Design mux_rr_sched_flat, sky130hd; sources not shown.
==> images/clock_map.png <==
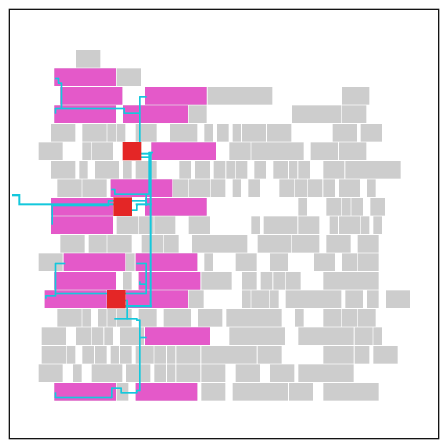
[red] cells driving clock nets | count: 3
[magenta] flip-flops | count: 19
[cyan] clock wires | length: 181 um
routed clock nets: 4
insertion delay at the late pin of the worst-skew pair: 0.30 ns
Worst Clk Skew: 0.00176 ns

==> images/registers.png <==
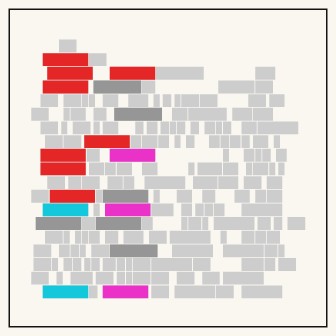
[red] u_core.bus.grant_o | placed flops: 8
[cyan] u_core.beat_cnt_q | placed flops: 2
[magenta] u_core.bus.selector_o | placed flops: 3
final design utilization: 67.1%
Flop area: 479 um2

==> images/pdn.png <==
Pins as bars on the die edge. Tap cells in grey.
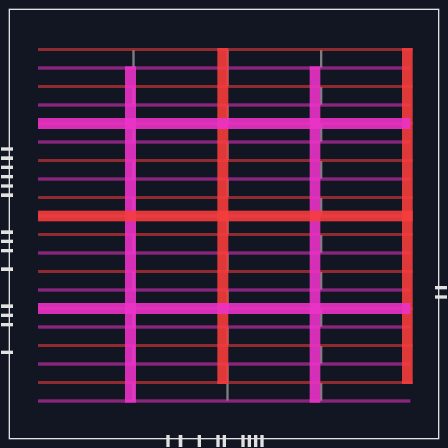
[red] VDD
[magenta] VSS
tap cells: 31
met5 straps: 3
y dimension of the die: 62.9 um
CORE AREA: 0.00283 mm2

==> images/cell_classes.png <==
The bar under the picture is 20 um long.
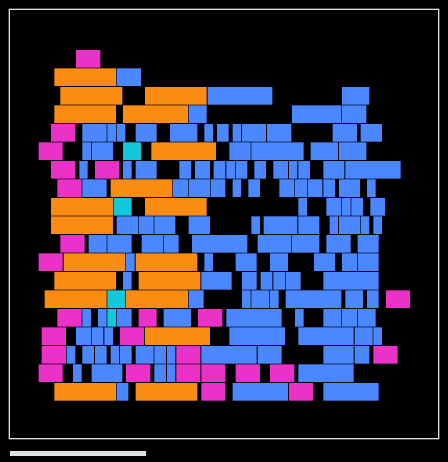
[magenta] other buffers and delay cells | cells: 25
[cyan] clock drivers and dummy loads | cells: 4
[orange] flip-flops | cells: 19
[blue] all other logic | cells: 132
sequential portion of the cell area: 25.2%
cell area after layout: 0.00190 mm2
site row count: 19

==> results.json <==
{
  "largest_cell_class": "multi-input combinational cells",
  "numCtsBuffers": 3,
  "cts_buffer_depth": 2,
  "grt_first_pass_wirelength_um": 6680,
  "logic_gate_fraction_of_the_total_cell_area_pct": 56.7,
  "hpwlAfterDp_um": 3020,
  "cp_num_cells": 6,
  "worst-r2r-setup-slack_ns": 0.76,
  "cts_num_sinks": 19,
  "combGateArea_mm2": 0.00108,
  "min_period_over_period_pct": 94.3,
  "layout.comb_gates.multi_input": 124,
  "antenna_violating_nets_post_route": 0,
  "layout-area-overhead-vs-synth_pct": 16.5,
  "gr-total-overflow": 0,
  "worstPathArrival_ns": 3.05,
  "globalRouteMet1Util_pct": 26.4,
  "fp.dieW_um": 62.9,
  "vias_per_cell": 6.47,
  "layout.nets": 196,
  "synthesis.nets": 173,
  "routed_wire_length_per_instance_um": 18.5,
  "design.portCount": 25,
  "grt_max_degree": 20,
  "timing.critical_path.to_type": "output pin",
  "post-synth-top-area-cell": "sky130_fd_sc_hd__dfrtp_1",
  "wirelength_met1_um": 1670,
  "synth_flop_count": 19,
  "log.warning_count": 27,
  "post_synth_instance_area_mm2": 0.00163,
  "rsz0062_at_grt": "false",
  "cap_violations": 0,
  "share_of_synthesized_registers_carrying_an_async_set_or_reset_pct": 100,
  "signal_buffer_area_fraction_pct": 13.1,
  "floorplan.die_area_mm2": 0.00396,
  "max_clock_freq_ghz": 0.241,
  "max_stage_delay_ns": 0.55,
  "period_minus_slack_ns": 4.15,
  "synth.top_cell.area_share_pct": 24.6,
  "finalSetupViolations": 0,
  "reg2reg_depth": 9,
  "critical_path.cell_chain": "clkdlybuf4s50_1 -> mux4_2 -> mux2i_1 -> nor2_1 -> nor2b_1 -> clkdlybuf4s50_1",
  "synth-edff-count": 0,
  "topRoutingLayerUsed": "met4",
  "postCtsHoldBufs": 0,
  "crit_path_max_fanout": 5,
  "critical-path-slowest-cell": "sky130_fd_sc_hd__clkdlybuf4s50_1",
  "number_of_antenna_cells_inserted": 0,
  "cts_tree": "built",
  "timing.slew.headroom_pct": 51.3,
  "pre_cts_slack_ns": 0.292,
  "yosys-top-cells-count": "sky130_fd_sc_hd__nand2_1, sky130_fd_sc_hd__dfrtp_1, sky130_fd_sc_hd__mux4_2, sky130_fd_sc_hd__inv_1, sky130_fd_sc_hd__nor2_1",
  "first_iter_violations": 222,
  "result_of_the_run": "complete, no violations",
  "inv_count": 8,
  "routed-wl-met2_um": 2050,
  "critical_path_class": "input pin to output pin",
  "floorplan.core_util_pct": 57.6,
  "netlist-cell-type-count": 47,
  "buffers_excl_clock": 25,
  "nFlopsAndLatches": 19,
  "maxSlewViolCount": 0,
  "synth_top_flop_cell": "sky130_fd_sc_hd__dfrtp_1",
  "hold_crit_depth": 2,
  "layout-drive-gt1-share_pct": 17.2,
  "mostFrequentLayoutCell": "sky130_fd_sc_hd__clkdlybuf4s50_1",
  "n_tap_cell": 31,
  "critPathRequiredTime_ns": 3.30,
  "routed-wl-met3_um": 146,
  "ys_chip_area_mm2": 0.00163,
  "worst-slew-pin-transition_ns": 0.728
}
through the flow:
step                cells  hold WS, ns  cell area [um2]
detailed placement    207        0.459             1870
floorplan             158        0.453             1630
finish                211        0.496             1900
CTS                   211        0.495             1900
global placement      207        0.462             1870
global route          211        0.516             1900
cells by family after synthesis:
logic type      synth area share, %
compound gates                 18.3
xor+xnor                       4.30
fa+ha+maj                      2.30
buf+inv                        4.53
flops                          29.4
mux                            24.7
simple gates                   16.4
